[config.mk]
export PLATFORM = sky130hd
export DESIGN_NAME = vga_frame_driver
export DESIGN_NICKNAME = d
export VERILOG_FILES = /design/src/rtl/vga_frame_driver.sv
export SDC_FILE = /design/constraint.sdc
export NUM_CORES = 1
export LEC_CHECK = 0
export CAP_MARGIN = 20
export CORE_MARGIN = 4
export CORE_UTILIZATION = 61
export CTS_CLUSTER_DIAMETER = 120
export DETAILED_ROUTE_END_ITERATION = 10
export DONT_BUFFER_PORTS = 1
export MAX_ROUTING_LAYER = met4
export PLACE_DENSITY_LB_ADDON = 0.2
export RECOVER_POWER = 100
export SKIP_LAST_GASP = 1
export SLEW_MARGIN = 25
export SYNTH_ARGS = -nofsm -noshare
export SYNTH_HDL_FRONTEND = slang
export SYNTH_SLANG_ARGS = --single-unit
[constraint.sdc]
create_clock -name clk -period 2.55 [get_ports clk]
set_input_delay 0.3825 -clock clk [delete_from_list [all_inputs] [get_ports clk]]
set_output_delay 0.3825 -clock clk [all_outputs]
set_load 0.005 [all_outputs]
[src/rtl/vga_frame_driver.sv]
// 640x480@60 raster generator: issues pixelX/pixelY, delays sync/blank to match the object pipeline, expands RGB332 to 8 bits per channel.
// Define VGA_TESTPATTERN_EN to add a testMode input that swaps RGBIn for eight vertical colour bars.
module vga_frame_driver #(
  parameter int H_ACTIVE   = 640,
  parameter int H_FP       = 16,
  parameter int H_SYNC     = 96,
  parameter int H_BP       = 48,
  parameter int V_ACTIVE   = 480,
  parameter int V_FP       = 10,
  parameter int V_SYNC     = 2,
  parameter int V_BP       = 33,
  parameter int PIPE_DELAY = 2
) (
  input  logic        clk,
  input  logic        resetN,
  input  logic [7:0]  RGBIn,
`ifdef VGA_TESTPATTERN_EN
  input  logic        testMode,
`endif
  output logic [10:0] pixelX,
  output logic [10:0] pixelY,
  output logic        startOfFrame,
  output logic [7:0]  vgaR,
  output logic [7:0]  vgaG,
  output logic [7:0]  vgaB,
  output logic        hSync,
  output logic        vSync,
  output logic        blankN
);

  localparam int H_TOTAL  = H_ACTIVE + H_FP + H_SYNC + H_BP;
  localparam int V_TOTAL  = V_ACTIVE + V_FP + V_SYNC + V_BP;
  localparam int HS_START = H_ACTIVE + H_FP;
  localparam int HS_END   = HS_START + H_SYNC - 1;
  localparam int VS_START = V_ACTIVE + V_FP;
  localparam int VS_END   = VS_START + V_SYNC - 1;
  localparam int BAR_W    = 80;

  typedef struct packed {
    logic       active;
    logic       hs;
    logic       vs;
    logic       tp;
    logic [2:0] bar;
  } stage_t;

  logic [10:0] h_cnt_q, h_cnt_d;
  logic [10:0] v_cnt_q, v_cnt_d;
  stage_t      issue;
  stage_t      pipe_q [PIPE_DELAY];
  stage_t      pipe_d [PIPE_DELAY];
  stage_t      last;
  logic        tp_in;
  logic [7:0]  pix;
  logic [7:0]  vga_r_q, vga_r_d, vga_g_q, vga_g_d, vga_b_q, vga_b_d;
  logic        hsync_q, hsync_d, vsync_q, vsync_d, blank_q, blank_d;

`ifdef VGA_TESTPATTERN_EN
  assign tp_in = testMode;
`else
  assign tp_in = 1'b0;
`endif

  function automatic logic [7:0] bar_color(input logic [2:0] idx);
    case (idx)
      3'd0:    bar_color = 8'hFF;
      3'd1:    bar_color = 8'hFC;
      3'd2:    bar_color = 8'h1F;
      3'd3:    bar_color = 8'h1C;
      3'd4:    bar_color = 8'hE3;
      3'd5:    bar_color = 8'hE0;
      3'd6:    bar_color = 8'h03;
      default: bar_color = 8'h00;
    endcase
  endfunction

  always_comb begin
    h_cnt_d = h_cnt_q + 11'd1;
    v_cnt_d = v_cnt_q;
    if (h_cnt_q == 11'(H_TOTAL - 1)) begin
      h_cnt_d = '0;
      v_cnt_d = (v_cnt_q == 11'(V_TOTAL - 1)) ? '0 : v_cnt_q + 11'd1;
    end
  end

  always_comb begin
    issue        = '0;
    issue.active = (h_cnt_q < 11'(H_ACTIVE)) && (v_cnt_q < 11'(V_ACTIVE));
    issue.hs     = (h_cnt_q >= 11'(HS_START)) && (h_cnt_q <= 11'(HS_END));
    issue.vs     = (v_cnt_q >= 11'(VS_START)) && (v_cnt_q <= 11'(VS_END));
    issue.tp     = tp_in;
    // Lowest bar whose right edge lies beyond hCnt wins; only meaningful while active.
    issue.bar    = 3'd7;
    for (int k = 6; k >= 0; k--) begin
      if (h_cnt_q < 11'((k + 1) * BAR_W)) issue.bar = 3'(k);
    end
  end

  always_comb begin
    pipe_d[0] = issue;
    for (int i = 1; i < PIPE_DELAY; i++) pipe_d[i] = pipe_q[i-1];
  end

  assign last = pipe_q[PIPE_DELAY-1];

  always_comb begin
    pix     = last.tp ? bar_color(last.bar) : RGBIn;
    blank_d = last.active;
    hsync_d = ~last.hs;
    vsync_d = ~last.vs;
    vga_r_d = '0;
    vga_g_d = '0;
    vga_b_d = '0;
    if (last.active) begin
      vga_r_d = {pix[7:5], pix[7:5], pix[7:6]};
      vga_g_d = {pix[4:2], pix[4:2], pix[4:3]};
      vga_b_d = {4{pix[1:0]}};
    end
  end

  always_ff @(posedge clk or negedge resetN) begin
    if (!resetN) begin
      h_cnt_q <= '0;
      v_cnt_q <= '0;
      for (int i = 0; i < PIPE_DELAY; i++) pipe_q[i] <= '0;
      vga_r_q <= '0;
      vga_g_q <= '0;
      vga_b_q <= '0;
      hsync_q <= 1'b1;
      vsync_q <= 1'b1;
      blank_q <= 1'b0;
    end else begin
      h_cnt_q <= h_cnt_d;
      v_cnt_q <= v_cnt_d;
      for (int i = 0; i < PIPE_DELAY; i++) pipe_q[i] <= pipe_d[i];
      vga_r_q <= vga_r_d;
      vga_g_q <= vga_g_d;
      vga_b_q <= vga_b_d;
      hsync_q <= hsync_d;
      vsync_q <= vsync_d;
      blank_q <= blank_d;
    end
  end

  assign pixelX       = h_cnt_q;
  assign pixelY       = v_cnt_q;
  assign startOfFrame = (h_cnt_q == '0) && (v_cnt_q == '0) && resetN;
  assign vgaR         = vga_r_q;
  assign vgaG         = vga_g_q;
  assign vgaB         = vga_b_q;
  assign hSync        = hsync_q;
  assign vSync        = vsync_q;
  assign blankN       = blank_q;

endmodule

**Placement view**

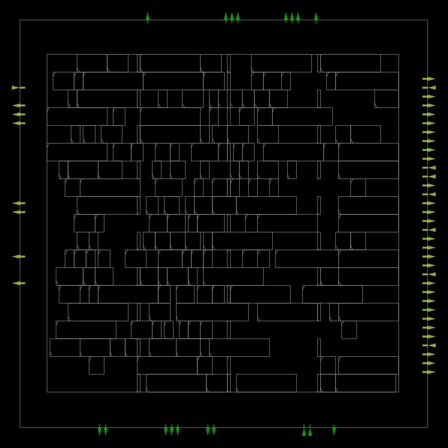
flop share of the area: 53.0%
std cell rows: 19
Util after Layout: 66.4%

**Gate-type map**

Bar = 20 um.
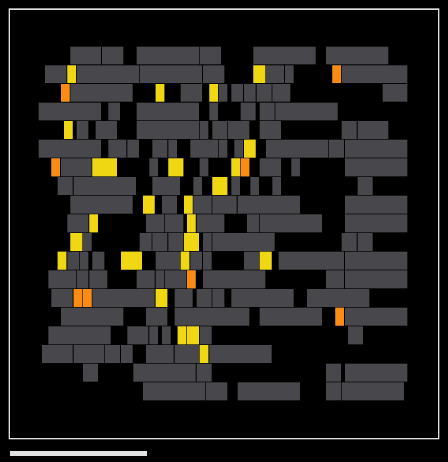
Orange shows inverters, cells 8. Yellow shows NOR gates, cells 24.

**Register map, names as in the netlist**

Bar = 20 um.
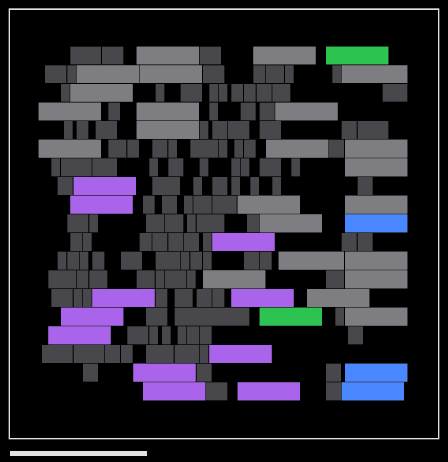
Purple shows pixelY, flops 11. Blue shows vgaG, flops 3. Green shows last, flops 2.
Another 23 sequential cells are not coloured.

**Routed metal, one colour a layer**

Bar = 20 um.
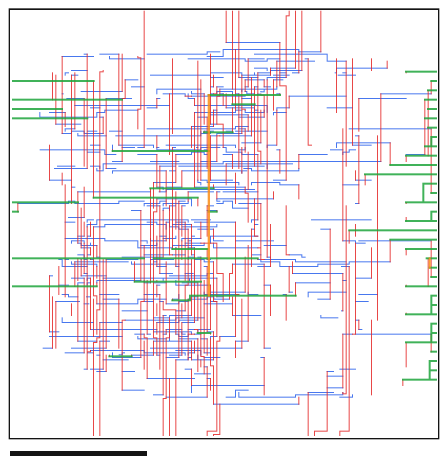
Red shows metal 2, wire length 1740 um. Green shows metal 3, wire length 308 um. Orange shows metal 4, wire length 30.6 um. Blue shows metal 1, wire length 1430 um.

**Cells coloured by class**

Bar = 20 um. Fill, decap, tap and diode cells in grey.
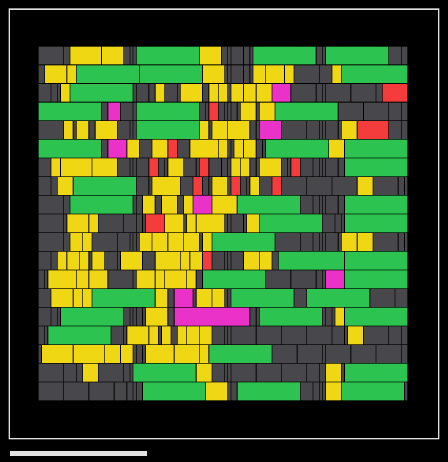
Yellow shows combinational and other logic, cells 109, share of their area 38%. Green shows flops, cells 39, share of their area 54%. Red shows other buffers and delay cells, cells 12, share of their area 3.5%. Magenta shows clock drivers and dummy loads, cells 8, share of their area 4.5%.

==> impl_metrics.py <==
# Metrics from the implementation run
metrics = {
    "critical_path": {
        "r2r-end": "pixelY[10]",
        "crit_path_start_kind": "flip-flop",
    },
    "final_timing": {
        "slew_viol_final": 40,
        "fin_setup_tns_ps": 0,
        "setup_viol": 0,
        "worstMarginPinSlew_ps": 1620,
    },
    "floorplan": {
        "die_h_um": 62.4,
        "fp_util_pct": 64.9,
        "die_area_um2": 3890,
    },
    "run": {
        "max_cap_viol_count": 1,
    },
    "logic_synthesis": {
        "yosys_area_um2": 1800,
        "syn_area_per_cell_um2": 10.7,
        "top_logic_kind": "simple AND/OR/NAND/NOR gates",
        "floorplan.nets": 182,
        "synth-seq-cells": 39,
        "yosys.stat.seqShare_pct": 54.2,
        "area_leaders": "dfrtp_1 51%, buf_4 6.7%, and2_1 3.1%, dfstp_2 2.9%, xor2_1 2.9%",
        "yosysTopAreaCell": "dfrtp_1",
        "common_cells": "37 x dfrtp_1, 16 x buf_4, 12 x nand2_1, 12 x nor2_1, 9 x and2_1",
        "top_cell": "dfrtp_1",
        "adder_share_pct": 2.77,
    },
    "drt": {
        "routed_via_density": 6.12,
    },
    "status": {
        "status": "finished, violations left",
        "violations": "capacitance limit, slew limit",
    },
    "cells_and_area": {
        "nFillCells": 229,
    },
    "clocking": {
        "cts_hold_buffers": 2,
        "cts.sinks": 39,
    },
}
[power by group]
part / internal, uW / total, uW / leakage, uW / switching, uW
logic: 5.45 / 17.8 / 0.000310 / 12.4
registers: 625 / 633 / 0.000488 / 8.36
clock network: 206 / 408 / 0.0000452 / 202
[layout make-up]
class	instances	area share, %
multi-input combinational	101	35.4
clock buffer	5	2.03
inverter	8	1.63
sequential	39	53.0
timing repair buffer	12	3.46
clock inverter	3	2.37
tap	31	2.10
[layout by cell type, fill, tap and decap left out, types with 2 or more instances in the layout]
cell type	instances
or3_1	2
or4_1	3
and2_1	4
clkbuf_4	5
nand2_1	12
nor3_1	7
ha_1	4
xnor2_1	4
and3_1	2
or4_4	2
o21ai_0	3
mux2_2	2
a31oi_1	2
inv_1	8
xor2_1	6
nand3_1	7
a21oi_1	3
nor4_1	3
and2_0	5
clkbuf_1	9
dfrtp_1	37
nand4_1	5
nor2_1	12
[stage by stage]
step,instance area (um^2),hold slack (ps),total power [uW],util (%)
after floorplan,1800,86.9,666,-
after global placement,1780,87.9,650,64.1
after detailed placement,1780,87.9,650,64.1
after CTS,1890,144,1070,68.1
after global routing,1850,123,1110,66.4
final,1850,152,1060,66.4
[state kept, by name (all words and copies together), names as in the netlist, 2 cells and up]
name / flops
vgaB: 2
vgaG: 3
pixelY: 11
vgaR: 3
pixelX: 11
pipe_d: 3
last: 2
[worst max-delay path, cell delays in order, from the launching register on]
cell	delay, ps
dfrtp_1	390
or4_4	550
or4_4	430
buf_4	190
nor4_1	390
mux2_2	390
[metal layers]
layer	up-vias	global-route usage, %	wire [um]
met1	589	25.1	1430
met3	6	6.12	308
met4	0	7.16	30
met5	-	-	0
met2	62	29.7	1740
li1	561	-	-
[how the worst min path moves through the flow]
stage / startpoint / end / slack (ps)
final: RGBIn[2] / vgaG[5] / 150
after global routing: RGBIn[7] / vgaR[4] / 120
after CTS: RGBIn[3] / vgaG[6] / 140
after detailed placement: resetN / last[5] / 90
after global placement: resetN / last[5] / 90
after floorplan: resetN / blankN / 90
[kinds of logic after synthesis]
family | count (synthesis)
muxes | 4
AOI/OAI and AO/OA | 12
and+or+nand+nor | 71
xor gates and xnor gates | 10
buffers and inverters | 28
adders and majority gates | 4
DFF | 39
Power figures rest on the tool's default switching activity, not on a simulated workload.
